===== config.mk =====
export PLATFORM = sky130hd
export DESIGN_NAME = ex_mem_stage
export DESIGN_NICKNAME = d
export VERILOG_FILES = /design/src/rtl/exmem_pkg.sv /design/src/rtl/exmem_entry_reg.sv /design/src/rtl/ex_mem_stage.sv
export SDC_FILE = /design/constraint.sdc
export NUM_CORES = 1
export LEC_CHECK = 0
export CORE_ASPECT_RATIO = 0.9
export CORE_MARGIN = 4
export CORE_UTILIZATION = 46
export CTS_BUF_LIST = sky130_fd_sc_hd__clkbuf_8
export DETAILED_ROUTE_END_ITERATION = 10
export GPL_TIMING_DRIVEN = 0
export PLACE_DENSITY = 0.95
export SLEW_MARGIN = 20
export SYNTH_ARGS = -nofsm -noshare
export SYNTH_HDL_FRONTEND = slang
export SYNTH_HIERARCHICAL = 1
export SYNTH_SLANG_ARGS = --single-unit

===== constraint.sdc =====
create_clock -name clk -period 5 [get_ports clk]
set_input_delay 1 -clock clk [delete_from_list [all_inputs] [get_ports clk]]
set_output_delay 1 -clock clk [all_outputs]
set_load 0.01 [all_outputs]

===== src/rtl/exmem_pkg.sv =====
// Shared types and constants for the EX/MEM pipeline register: widths,
// branch encodings, the ex->mem payload struct and the branch-resolve helper.
package exmem_pkg;

  localparam int DATA_W = 16;
  localparam int REG_W  = 4;
  localparam int CNT_W  = 16;

  typedef enum logic [1:0] {
    BR_NONE = 2'b00,
    BR_EQZ  = 2'b01,
    BR_NEZ  = 2'b10,
    BR_JMP  = 2'b11
  } branch_e;

  typedef struct packed {
    logic [DATA_W-1:0] result;
    logic [DATA_W-1:0] store_data;
    logic [REG_W-1:0]  rd;
    logic              regwrite;
    logic              memread;
    logic              memwrite;
  } exmem_payload_t;

  function automatic logic branch_taken(input logic [1:0] br, input logic zero);
    logic taken;
    case (branch_e'(br))
      BR_EQZ:  taken = zero;
      BR_NEZ:  taken = !zero;
      BR_JMP:  taken = 1'b1;
      default: taken = 1'b0;
    endcase
    return taken;
  endfunction

endpackage


===== src/rtl/exmem_entry_reg.sv =====
// One pipeline entry: a payload register with load enable plus its valid bit.
module exmem_entry_reg
  import exmem_pkg::*;
(
  input  logic           clk,
  input  logic           rst_n,
  input  logic           load,
  input  logic           valid_d,
  input  exmem_payload_t d,
  output exmem_payload_t q,
  output logic           valid
);

  // NOTE: the payload is reset as well, so held outputs read as zero out of reset.
  always_ff @(posedge clk or negedge rst_n) begin
    if (!rst_n) begin
      valid <= 1'b0;
      q     <= '0;
    end else begin
      // NOTE: non-blocking assignments keep every flop sampling pre-edge values.
      valid <= valid_d;
      if (load) q <= d;
    end
  end

endmodule


===== src/rtl/ex_mem_stage.sv =====
// EX/MEM pipeline register with branch redirect and saturating taken counter.
// Define EXMEM_SKID_EN to add a second (skid) entry and a registered ex_ready.
module ex_mem_stage
  import exmem_pkg::*;
(
  input  logic              clk,
  input  logic              rst_n,
  input  logic              ex_valid,
  output logic              ex_ready,
  input  logic [DATA_W-1:0] alu_result,
  input  logic              alu_zero,
  input  logic [DATA_W-1:0] store_data,
  input  logic [REG_W-1:0]  rd,
  input  logic              ctl_regwrite,
  input  logic              ctl_memread,
  input  logic              ctl_memwrite,
  input  logic [1:0]        ctl_branch,
  input  logic [DATA_W-1:0] branch_target,
  input  logic              flush,
  output logic              mem_valid,
  input  logic              mem_ready,
  output logic [DATA_W-1:0] mem_alu_result,
  output logic [DATA_W-1:0] mem_store_data,
  output logic [REG_W-1:0]  mem_rd,
  output logic              mem_regwrite,
  output logic              mem_memread,
  output logic              mem_memwrite,
  output logic              redirect_valid,
  output logic [DATA_W-1:0] redirect_pc,
  output logic [CNT_W-1:0]  taken_count
);

  exmem_payload_t in_payload;
  exmem_payload_t main_d;
  exmem_payload_t main_q;
  logic           main_valid;
  logic           main_valid_d;
  logic           main_load;
  logic           main_from_skid;
  logic           skid_valid;
  logic           ex_fire;
  logic           mem_fire;
  logic           ex_taken;

  assign in_payload = '{result:     alu_result,
                        store_data: store_data,
                        rd:         rd,
                        regwrite:   ctl_regwrite,
                        memread:    ctl_memread,
                        memwrite:   ctl_memwrite};

  assign ex_fire  = ex_valid & ex_ready & !flush;
  assign mem_fire = main_valid & mem_ready;

  // Main loads when it is empty or draining; the skid (if any) has priority.
  assign main_from_skid = mem_fire & skid_valid;
  assign main_load      = main_from_skid | (ex_fire & (!main_valid | mem_fire));

`ifdef EXMEM_SKID_EN
  exmem_payload_t skid_q;
  logic           skid_valid_d;
  logic           skid_load;

  // An accept while main is stalled parks in skid; ex_ready is a pure flop output.
  assign skid_load = ex_fire & main_valid & !mem_fire;
  assign main_d    = main_from_skid ? skid_q : in_payload;
  assign ex_ready  = !skid_valid;

  always_comb begin
    skid_valid_d = skid_valid;
    if (flush)               skid_valid_d = 1'b0;
    else if (skid_load)      skid_valid_d = 1'b1;
    else if (main_from_skid) skid_valid_d = 1'b0;
  end

  exmem_entry_reg u_skid (
    .clk     (clk),
    .rst_n   (rst_n),
    .load    (skid_load),
    .valid_d (skid_valid_d),
    .d       (in_payload),
    .q       (skid_q),
    .valid   (skid_valid)
  );
`else
  assign skid_valid = 1'b0;
  assign main_d     = in_payload;
  assign ex_ready   = !main_valid | mem_ready;
`endif

  always_comb begin
    // NOTE: default first so every path assigns and no latch is inferred.
    main_valid_d = main_valid;
    if (flush)          main_valid_d = 1'b0;
    else if (main_load) main_valid_d = 1'b1;
    else if (mem_fire)  main_valid_d = 1'b0;
  end

  exmem_entry_reg u_main (
    .clk     (clk),
    .rst_n   (rst_n),
    .load    (main_load),
    .valid_d (main_valid_d),
    .d       (main_d),
    .q       (main_q),
    .valid   (main_valid)
  );

  assign mem_valid      = main_valid;
  assign mem_alu_result = main_q.result;
  assign mem_store_data = main_q.store_data;
  assign mem_rd         = main_q.rd;
  assign mem_regwrite   = main_q.regwrite;
  assign mem_memread    = main_q.memread;
  assign mem_memwrite   = main_q.memwrite;

  // ex_fire already excludes flush, so a flushed branch never redirects.
  assign ex_taken = ex_fire & branch_taken(ctl_branch, alu_zero);

  always_ff @(posedge clk or negedge rst_n) begin
    if (!rst_n) begin
      redirect_valid <= 1'b0;
      redirect_pc    <= '0;
      taken_count    <= '0;
    end else begin
      redirect_valid <= ex_taken;
      if (ex_taken) begin
        redirect_pc <= branch_target;
        if (taken_count != {CNT_W{1'b1}}) taken_count <= taken_count + 1'b1;
      end
    end
  end

endmodule


==> reports/qor.tcl <==
set qor(critical_path_data_arrival_time_ns) 2.16
set qor(grt_start_max_net_pins) 60
set qor(instances_no_fill) 469
set qor(route.met3.wl_um) 624
set qor(yosys.area.top_type) {sky130_fd_sc_hd__dfrtp_1}
set qor(largestPowerGroup) {registers}
set qor(post_syn_area_per_cell_sq_um) 13.1
set qor(wl_met2_um) 3830
set qor(ff_count) 73
set qor(switching_share_pct) 26.8
set qor(use_met3_pct) 7.62
set qor(detailedPlacementHpwl_um) 5790
set qor(status) {complete, no violations}
set qor(ir_worst_vdd_v) 0.000251
set qor(timing.critical_path.to_type) {output pin}
set qor(design.die.area_sq_um) 7900
set qor(power.combinational.fraction_pct) 27.9
set qor(start_kind) {input pin}
set qor(dr_total_vias) 2311
set qor(biggestRegsByFlops) {u_main/q (39), redirect_pc (16), taken_count (16)}
set qor(grtUsageMet2_pct) 35.1
set qor(dieWidth_um) 93.2
set qor(wire_length_of_the_first_global_routing_pass_um) 12400
set qor(wl_met1_um) 3010
set qor(min_period_ns) 3.16
set qor(area_share_clock_buf_inv_pct) 4.16
set qor(drt_iter0_drc) 69
set qor(combinational_area_sq_um) 1100
set qor(portion_of_total_power_attributed_to_the_clock_network_pct) 26.9
set qor(portBuffers) 136
set qor(ys_seq_elements) 73
set qor(post_cts_sizing_count) 0
set qor(maxUsedRoutingLayer) {met4}
set qor(clock_root_buffer) {sky130_fd_sc_hd__clkbuf_8}
set qor(synthTopCellsByCount) {73 x sky130_fd_sc_hd__dfrtp_1, 54 x sky130_fd_sc_hd__nand2_1, 29 x sky130_fd_sc_hd__mux2_2}
set qor(synthTopCellsByArea) {sky130_fd_sc_hd__dfrtp_1 61%, sky130_fd_sc_hd__mux2_2 11%, sky130_fd_sc_hd__nand2_1 6.7%}
set qor(min_delay_path_depth) 2
set qor(power_density_cells_nw_per_um2) 361
set qor(cts_setup_buffers) 0
set qor(tritoncts_clock_tree) {done}
set qor(largest_cell_class) {sequential cells}
set qor(regMostFlops) {u_main/q}
set qor(hold_path_class) {flip-flop to flip-flop}
set qor(number_of_different_library_cells_in_the_post_synthesis_netlist) 37
set qor(n_all_inverters) 3
set qor(dp_cells) 454
set qor(synth.yosys.warnings) 6
set qor(cts-buffers-inserted) 9
set qor(clock_power_w) 0.000456
set qor(internal_power_w) 0.00124
set qor(floorplan.tapcells) 87
set qor(holdBufCountCts) 0
set qor(synthesized_instance_count) 230
set qor(critical_path.max_stage_delay_ns) 0.47
set qor(synth_seq_share_pct) 60.8
set qor(critical_path.most_common_cell) {sky130_fd_sc_hd__clkdlybuf4s50_1}
set qor(leakage_component_of_the_power_nw) 2.08
set qor(cts_h_tree_depth) 3
set qor(antenna_cells) 0
set qor(comb_share_pct) 23.5
set qor(fmaxAchievable_mhz) 316
set qor(yosysMostFrequentCell) {sky130_fd_sc_hd__dfrtp_1}
set qor(critPathKind) {input pin to output pin}
set qor(pg_comb_w) 0.000473
set qor(groute.layer.met1.usage_pct) 23.3
set qor(clock.latency.late_pin_ns) 0.33
set qor(yosys_cells) 230
set qor(r2r_start) {taken_count[0]$_DFFE_PN0P_}
set qor(critical_path.n_buffers_inverters) 3
set qor(drt.antenna.violating_nets) 0
set qor(share_of_yosys_cell_area_claimed_by_the_top_area_cell_type_pct) 60.8
set qor(grt_setup_unrepaired) {no}
set qor(crit_path_top_delay_cell) {sky130_fd_sc_hd__clkdlybuf4s50_1}
set qor(mappedNetlistArea_sq_um) 3010
set qor(r2r_setup_slack_ns) 2.89
set qor(finalClockSkew_ns) 0.00374
==> kinds of logic after synthesis <==
family          after synthesis  share of synthesized area (%)
flops                        73                           60.8
mux                          41                           16.6
fa+ha+maj                     1                          0.416
buf+inv                      11                           2.54
compound gates                4                          0.707
simple gates                 87                           15.2
xor+xnor                     13                           3.79
==> per-stage QoR <==
| step | power (W) | cell area (sq um) | worst slack [ns] | hold WS [ns] |
|---|---|---|---|---|
| global placement | 0.00123 | 4480 | 0.506 | 0.459 |
| finish | 0.00170 | 4700 | 1.84 | 0.478 |
| floorplan | 0.000939 | 3010 | 2.72 | 0.512 |
| global route | 0.00179 | 4700 | 1.79 | 0.502 |
| CTS | 0.00172 | 4700 | 1.82 | 0.483 |
| detailed placement | 0.00125 | 4500 | 1.82 | 0.464 |
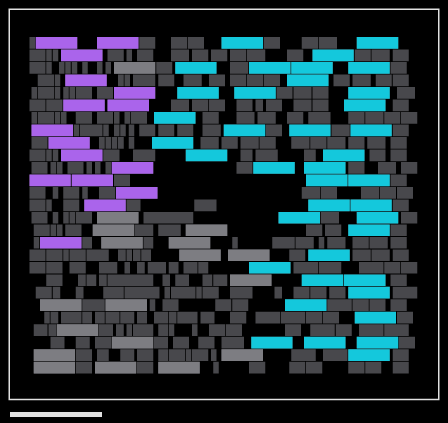
(images/ff_map.png)
Scale bar: 20 um. Other sequential cells in the stronger grey, the rest of the logic in the fainter grey.
Key: cyan = u_main/q [sequential cells 39]; purple = redirect_pc [sequential cells 16]
Another 18 sequential cells are not coloured.
sequential cell area: 1830 sq um
final core occ: 75.6%
Seq power: 0.000766 W
register share of the cell area: 38.9%

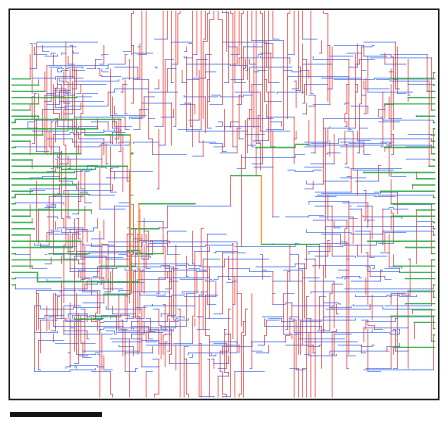
(images/layers.png)
Scale bar: 20 um.
Key: green = M3 [wire length 624 um]; orange = M4 [wire length 66.6 um]; blue = M1 [wire length 3010 um]; red = M2 [wire length 3830 um]
DRT Wirelength: 7540 um
combined global-route utilization of all metal layers: 20.2%

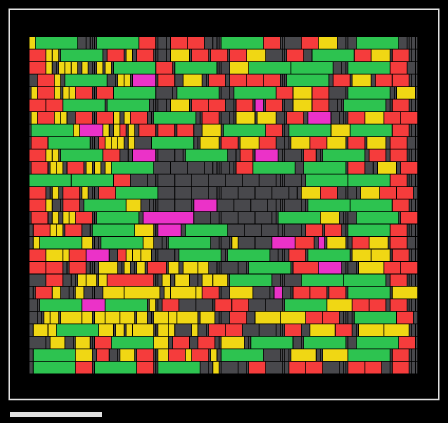
(images/class_map.png)
Scale bar: 20 um. Fill, decap, tap and diode cells in grey.
Key: green = registers [cells 73, share of their area 40%]; yellow = remaining logic cells [cells 149, share of their area 24%]; red = remaining buffers and delay cells [cells 145, share of their area 32%]; magenta = clock drivers and dummy loads [cells 15, share of their area 4.3%]
placement row count: 27
final instance area: 4700 sq um
core outline area: 6220 sq um

Power figures rest on the tool's default switching activity, not on a simulated workload.
